m4.png
Supply wires on this layer in grey.
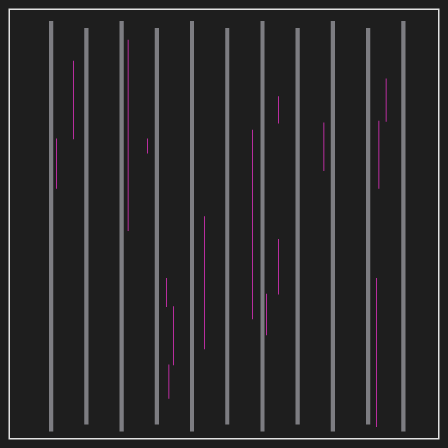
sizing.png
The bar under the picture is 50 um long.
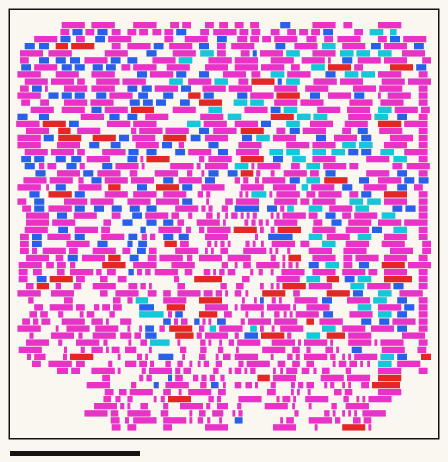
ff_map.png
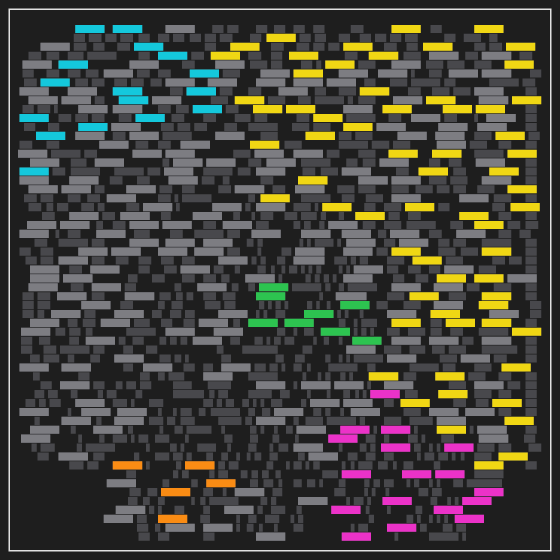
clock_wires.png
The bar under the picture is 50 um long.
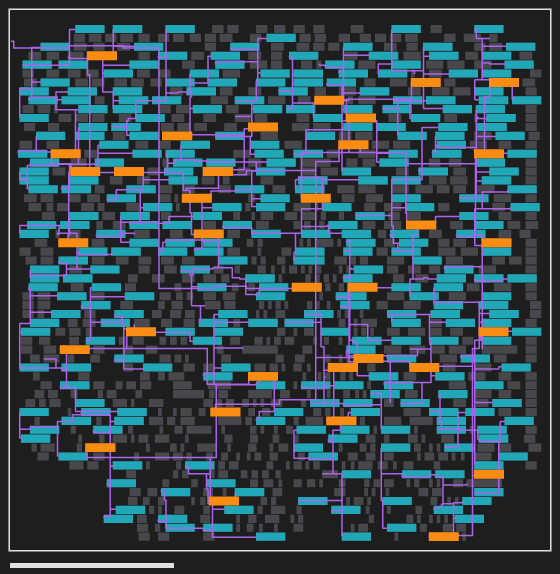
clock_nets.png
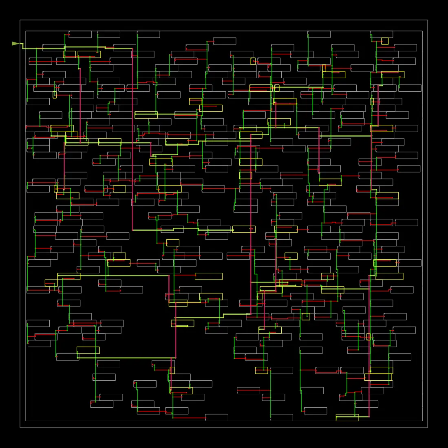
===== config.mk =====
export PLATFORM = sky130hd
export DESIGN_NAME = ds1822_reader
export DESIGN_NICKNAME = d
export VERILOG_FILES = /design/src/rtl/ds1822_pkg.sv /design/src/rtl/onewire_crc8.sv /design/src/rtl/ds1822_reader.sv
export SDC_FILE = /design/constraint.sdc
export NUM_CORES = 1
export LEC_CHECK = 0
export CELL_PAD_IN_SITES_DETAIL_PLACEMENT = 1
export CELL_PAD_IN_SITES_GLOBAL_PLACEMENT = 1
export CORE_MARGIN = 2
export CORE_UTILIZATION = 50
export DETAILED_ROUTE_END_ITERATION = 8
export PLACE_DENSITY_LB_ADDON = 0.1
export SYNTH_ARGS = -nofsm -noshare
export SYNTH_HDL_FRONTEND = slang
export SYNTH_SLANG_ARGS = --single-unit

===== constraint.sdc =====
create_clock -name clk -period 21 [get_ports clk]
set_clock_uncertainty 0.2 [all_clocks]
set_input_delay 2.1 -clock clk [delete_from_list [all_inputs] [get_ports clk]]
set_output_delay 2.1 -clock clk [all_outputs]
set_load 0.02 [all_outputs]

===== src/rtl/ds1822_pkg.sv =====
// rtl/ds1822_pkg.sv - shared constants and FSM state type for the DS1822 readout scanner
package ds1822_pkg;

    localparam logic [2:0] ST_OK      = 3'd0;
    localparam logic [2:0] ST_STALE   = 3'd1;
    localparam logic [2:0] ST_NO_CHIP = 3'd2;
    localparam logic [2:0] ST_SHORT   = 3'd3;
    localparam logic [2:0] ST_SP_CRC  = 3'd4;
    localparam logic [2:0] ST_ROM_CRC = 3'd5;
    localparam logic [2:0] ST_MARKER  = 3'd6;

    localparam logic [7:0] MK_FD = 8'hfd;
    localparam logic [7:0] MK_CC = 8'hcc;
    localparam logic [7:0] MK_BE = 8'hbe;
    localparam logic [7:0] MK_33 = 8'h33;

    localparam logic [4:0] A_B2  = 5'd2;
    localparam logic [4:0] A_B3  = 5'd3;
    localparam logic [4:0] A_B4  = 5'd4;
    localparam logic [4:0] A_B5  = 5'd5;
    localparam logic [4:0] A_B6  = 5'd6;
    localparam logic [4:0] A_B13 = 5'd13;
    localparam logic [4:0] A_B18 = 5'd18;
    localparam logic [4:0] A_B19 = 5'd19;
    localparam logic [4:0] A_B20 = 5'd20;
    localparam logic [4:0] A_B27 = 5'd27;
    localparam logic [4:0] A_B29 = 5'd29;
    localparam logic [4:0] A_B30 = 5'd30;

    typedef enum logic [2:0] {
        S_IDLE,
        S_SETTLE,
        S_CAPT,
        S_CRC,
        S_NEXT,
        S_CHECK,
        S_PUBLISH
    } state_e;

endpackage


===== src/rtl/onewire_crc8.sv =====
// rtl/onewire_crc8.sv - bit-serial Dallas CRC-8 (reflected 0x8C), one bit per clock
module onewire_crc8 (
    input  logic       clk,
    input  logic       rst,
    input  logic       clear_i,
    input  logic       start_i,
    input  logic [7:0] byte_i,
    output logic [7:0] crc_o,
    output logic       busy_o,
    output logic       done_o
);
    logic [7:0] crc_q;
    logic [7:0] sh_q;
    logic [2:0] cnt_q;
    logic       busy_q;
    logic       fb;

    assign fb     = crc_q[0] ^ sh_q[0];
    assign crc_o  = crc_q;
    assign busy_o = busy_q;
    // done coincides with the final bit so a byte costs exactly 8 cycles
    assign done_o = busy_q && (cnt_q == 3'd7);

    always_ff @(posedge clk or posedge rst) begin
        if (rst) begin
            crc_q  <= 8'h00;
            sh_q   <= 8'h00;
            cnt_q  <= 3'd0;
            busy_q <= 1'b0;
        end else if (clear_i) begin
            crc_q  <= 8'h00;
            cnt_q  <= 3'd0;
            busy_q <= 1'b0;
        end else if (start_i) begin
            sh_q   <= byte_i;
            cnt_q  <= 3'd0;
            busy_q <= 1'b1;
        end else if (busy_q) begin
            crc_q  <= {1'b0, crc_q[7:1]} ^ (fb ? 8'h8c : 8'h00);
            sh_q   <= {1'b0, sh_q[7:1]};
            cnt_q  <= cnt_q + 3'd1;
            if (cnt_q == 3'd7) begin
                busy_q <= 1'b0;
            end
        end
    end

endmodule


===== src/rtl/ds1822_reader.sv =====
// rtl/ds1822_reader.sv - periodic scanner of the DS1822 driver readout port with CRC and status publish
module ds1822_reader
    import ds1822_pkg::*;
#(
    parameter int POLL_CNT = 50000,
    parameter int RD_LAT   = 2
) (
    input  logic        clk,
    input  logic        rst,
    input  logic        enable_i,
    output logic [4:0]  address_o,
    input  logic [7:0]  result_i,
    output logic [15:0] temp_o,
    output logic        temp_valid_o,
    output logic [63:0] serial_o,
    output logic        rom_valid_o,
    output logic [2:0]  status_o,
    output logic        update_o
);
    state_e      state_q;
    logic [16:0] timer_q;
    logic        pend_q;
    logic [4:0]  addr_q;
    logic [3:0]  wait_q;
    logic [7:0]  b2_q, b3_q, b4_q, b5_q, b6_q, b18_q, b19_q, b29_q, b30_q;
    logic [63:0] rom_q;
    logic [2:0]  chk_q;
    logic [2:0]  status_d;
    logic [7:0]  sp_crc, rom_crc;
    logic        sp_busy, rom_busy, sp_done, rom_done;
    logic        in_sp, in_rom, timer_wrap, crc_clear;

    assign timer_wrap = (timer_q == 17'(POLL_CNT - 1));
    assign in_sp      = (addr_q >= A_B5) && (addr_q <= A_B13);
    assign in_rom     = (addr_q >= A_B20) && (addr_q <= A_B27);
    assign crc_clear  = (state_q == S_IDLE);

    onewire_crc8 u_sp_crc (
        .clk     (clk),
        .rst     (rst),
        .clear_i (crc_clear),
        .start_i ((state_q == S_CAPT) && in_sp),
        .byte_i  (result_i),
        .crc_o   (sp_crc),
        .busy_o  (sp_busy),
        .done_o  (sp_done)
    );

    onewire_crc8 u_rom_crc (
        .clk     (clk),
        .rst     (rst),
        .clear_i (crc_clear),
        .start_i ((state_q == S_CAPT) && in_rom),
        .byte_i  (result_i),
        .crc_o   (rom_crc),
        .busy_o  (rom_busy),
        .done_o  (rom_done)
    );

    always_comb begin
        status_d = ST_OK;
        if (b3_q == 8'hff && b4_q == 8'hff)                                   status_d = ST_SHORT;
        else if (b4_q == 8'h00)                                               status_d = ST_STALE;
        else if (b2_q != MK_FD || b18_q != MK_FD || b29_q != MK_FD)           status_d = ST_NO_CHIP;
        else if (b3_q != MK_CC || b4_q != MK_BE || b19_q != MK_33 || b30_q != MK_CC)
                                                                              status_d = ST_MARKER;
        else if (sp_crc != 8'h00)                                             status_d = ST_SP_CRC;
        else if (rom_crc != 8'h00)                                            status_d = ST_ROM_CRC;
    end

    always_ff @(posedge clk or posedge rst) begin
        if (rst) begin
            state_q      <= S_IDLE;
            timer_q      <= '0;
            pend_q       <= 1'b0;
            addr_q       <= '0;
            wait_q       <= '0;
            {b2_q, b3_q, b4_q, b5_q, b6_q} <= '0;
            {b18_q, b19_q, b29_q, b30_q}   <= '0;
            rom_q        <= '0;
            chk_q        <= ST_STALE;
            address_o    <= '0;
            temp_o       <= '0;
            temp_valid_o <= 1'b0;
            serial_o     <= '0;
            rom_valid_o  <= 1'b0;
            status_o     <= ST_STALE;
            update_o     <= 1'b0;
        end else if (!enable_i) begin
            state_q   <= S_IDLE;
            timer_q   <= '0;
            pend_q    <= 1'b0;
            address_o <= '0;
            update_o  <= 1'b0;
        end else begin
            update_o <= 1'b0;
            timer_q  <= timer_wrap ? '0 : timer_q + 17'd1;
            // wraps landing during a scan are dropped rather than queued
            if (timer_wrap && state_q == S_IDLE) pend_q <= 1'b1;
            case (state_q)
                S_IDLE: begin
                    address_o <= '0;
                    if (pend_q) begin
                        pend_q  <= 1'b0;
                        addr_q  <= '0;
                        wait_q  <= '0;
                        state_q <= S_SETTLE;
                    end
                end
                S_SETTLE: begin
                    if (wait_q == 4'(RD_LAT)) state_q <= S_CAPT;
                    else                      wait_q  <= wait_q + 4'd1;
                end
                S_CAPT: begin
                    case (addr_q)
                        A_B2:    b2_q  <= result_i;
                        A_B3:    b3_q  <= result_i;
                        A_B4:    b4_q  <= result_i;
                        A_B5:    b5_q  <= result_i;
                        A_B6:    b6_q  <= result_i;
                        A_B18:   b18_q <= result_i;
                        A_B19:   b19_q <= result_i;
                        A_B29:   b29_q <= result_i;
                        A_B30:   b30_q <= result_i;
                        default: ;
                    endcase
                    // ROM bytes arrive in order 20..27, so shifting in leaves byte 20 in the low octet
                    if (in_rom) rom_q <= {result_i, rom_q[63:8]};
                    state_q <= (in_sp || in_rom) ? S_CRC : S_NEXT;
                end
                S_CRC: begin
                    if (sp_done || rom_done) state_q <= S_NEXT;
                end
                S_NEXT: begin
                    if (addr_q == A_B30) begin
                        state_q <= S_CHECK;
                    end else begin
                        addr_q    <= addr_q + 5'd1;
                        address_o <= addr_q + 5'd1;
                        wait_q    <= '0;
                        state_q   <= S_SETTLE;
                    end
                end
                S_CHECK: begin
                    if (!(sp_busy || rom_busy)) begin
                        chk_q   <= status_d;
                        state_q <= S_PUBLISH;
                    end
                end
                S_PUBLISH: begin
                    status_o  <= chk_q;
                    update_o  <= 1'b1;
                    address_o <= '0;
                    state_q   <= S_IDLE;
                    if (chk_q == ST_OK || chk_q == ST_ROM_CRC) begin
                        temp_o       <= {b6_q, b5_q};
                        temp_valid_o <= 1'b1;
                    end
                    if (chk_q == ST_OK || chk_q == ST_SP_CRC) begin
                        serial_o    <= rom_q;
                        rom_valid_o <= 1'b1;
                    end
                    if (chk_q == ST_SHORT || chk_q == ST_NO_CHIP) begin
                        temp_valid_o <= 1'b0;
                        rom_valid_o  <= 1'b0;
                    end
                end
                default: state_q <= S_IDLE;
            endcase
        end
    end

endmodule


==> run notes <==
Numbers from the implementation run.

The run finished with clean final reports. In the final layout, the share of cells above drive strength 1 is between 20 and 30%. The die height is 165 um.

The headroom to the max-slew limit is 22.6%. The critical-path maximum fanout is 16. The number of global-route vias before repair is approximately 8400. The clock-pin slew reported for the worst setup and hold paths after clock tree synthesis is 0.06 ns.

The final timing report lists a max-slew violation count of 0. The horizontal die dimension is ~160 um. The slew of the pin with the lowest slew margin is 1.16 ns. For the final routed database, the setup TNS stands at 0 ns. Per the detail_route report, the via count comes to 7705. Static timing analysis puts the maximum clock frequency at about 0.22 GHz. STA classifies the critical path endpoint as a flip-flop.

In this run, distinct cell masters in the synthesized netlist total approximately 70. The clock root buffer master is clkbuf_16. The end-of-flow timing check tallies setup violations at 0. For the worst setup path, the data arrival time is roughly 4.8 ns. The instance count of the mapped netlist is approximately 940. The synthesis report names the predominant flop master as dfrtp_1. The weighted congestion reported at the end of routability-driven placement is ~0.74.

The mean instance size in the synthesized netlist is approximately 14 um2. The first-pass iteration count of the detailed router is 4. The total area of multi-input combinational cells is 5060 um2. STA classifies the critical path startpoint as a primary input. The post-placement setup slack is 15.85 ns. The number of nets in the synthesized netlist is 959. For this run, the script counts the antenna cells in the layout as 0. The overall track demand over capacity in global routing is a little over a fifth.

The cell resize tally after clock tree synthesis is 0. The post-synthesis share of cell area spent on xor and xnor gates is 1.75%. The number of filler instances in the final layout is ~2400.

The final hold violation count is 0. The ratio of final minimum period to clock period is 22.0%. The most common logic cells in the final layout are 298 x dfrtp_1, 152 x mux2_2, 101 x clkdlybuf4s50_1. The clock insertion delay at the later pin of the skew report is roughly 0.51 ns.
Notes on m4.png above:
nets with wire on the layer: 7
wire length on this layer: 462 um
longest straight run: 73.4 um
main direction: vertical

Notes on sizing.png above:
legend:
  magenta:
    size: x1 and smaller
    cells: 753
    share: 71%
    most_used: dfrtp_1
  cyan:
    size: x3 and x4
    cells: 69
    share: 6.5%
    most_used: mux2_4
  red:
    size: x6 and larger
    cells: 55
    share: 5.2%
    most_used: clkbuf_16
  blue:
    size: x2
    cells: 177
    share: 17%
    most_used: mux2_2
buffers outside the clock class: 106
post-layout worst setup margin: 16.39 ns
Final Instance Area: 15300 um2
post-synthesis to final-layout area growth: 18.1%

Notes on ff_map.png above:
legend:
  orange:
    netlist_name: addr_q
    flops: 5
  yellow:
    netlist_name: serial_o
    flops: 64
  green:
    netlist_name: u_rom_crc.crc_o
    flops: 8
    where: centre
  cyan:
    netlist_name: temp_o
    flops: 16
    where: north-west
  magenta:
    netlist_name: timer_q
    flops: 17
    where: south-east
not coloured: 190
flop share of the area: 49.1%
post-layout util: 60.4%
register area: 7510 um2
power in sequential cells: 0.579 mW

Notes on clock_wires.png above:
legend:
  purple:
    item: clock wires
    length: 3720 um
  cyan:
    item: flip-flops
    count: 300
  orange:
    item: clock-net drivers
    count: 34
flops lie: all over the die
routed clock nets: 35

Notes on clock_nets.png above:
clock buffer count from CTS: 34
clock network power consumption: 0.617 mW
seq_cells: 300

==> critical path, stage by stage <==
cell,delay (ns)
clkdlybuf4s50_1,0.90
nand4b_2,0.38
nor2_1,0.24
and3_1,0.73
mux2_2,0.43
==> path summary, 6_finish.rpt <==
path	from	endpoint	slack (ns)	cells after the start
worst max-delay path	enable_i	temp_o[2]	16.39	5
worst min-delay path	timer_q[0]	timer_q[0]	0.25	1
worst max register to register	state_q[0]	temp_o[2]	18.13	4
worst min register to register	timer_q[0]	timer_q[0]	0.25	1
max in group asynchronous	rst	u_sp_crc.sh_q[7]	17.18	3
min in group asynchronous	rst	serial_o[0]	1.98	2
==> metrics by stage <==
step           instance area (um2)  instances  power [mW]
6_report                     15300       1384        1.22
5_1_grt                      15300       1384        1.26
4_1_cts                      15300       1384        1.23
3_5_place_dp                 14100       1323       0.611
3_3_place_gp                 14100       1323       0.611
2_1_floorplan                12900        937       0.602
==> power by group <==
group / switching [mW] / total (mW) / leakage (nW) / internal [mW]
sequential: 0.000629 / 0.579 / 4.18 / 0.579
clock: 0.234 / 0.617 / 0.589 / 0.383
combinational: 0.0169 / 0.0199 / 2.54 / 0.00304
total: 0.252 / 1.22 / 7.31 / 0.965
==> state kept, by name (all words and copies together), names as in the netlist, 16 cells and up <==
signal,flops
rom_q,64
serial_o,64
temp_o,16
timer_q,17
==> routing by layer <==
| metal | wire, um | share of wire [%] | track usage [%] |
|---|---|---|---|
| met4 | 462 | 1.6 | 5.14 |
| met3 | 1080 | 3.8 | 3.94 |
| met2 | 14300 | 50 | 37.3 |
| met1 | 12700 | 45 | 29.5 |
| met5 | 0 | 0 | 0 |
No activity file was given, so power comes from the tool's default toggle rates.
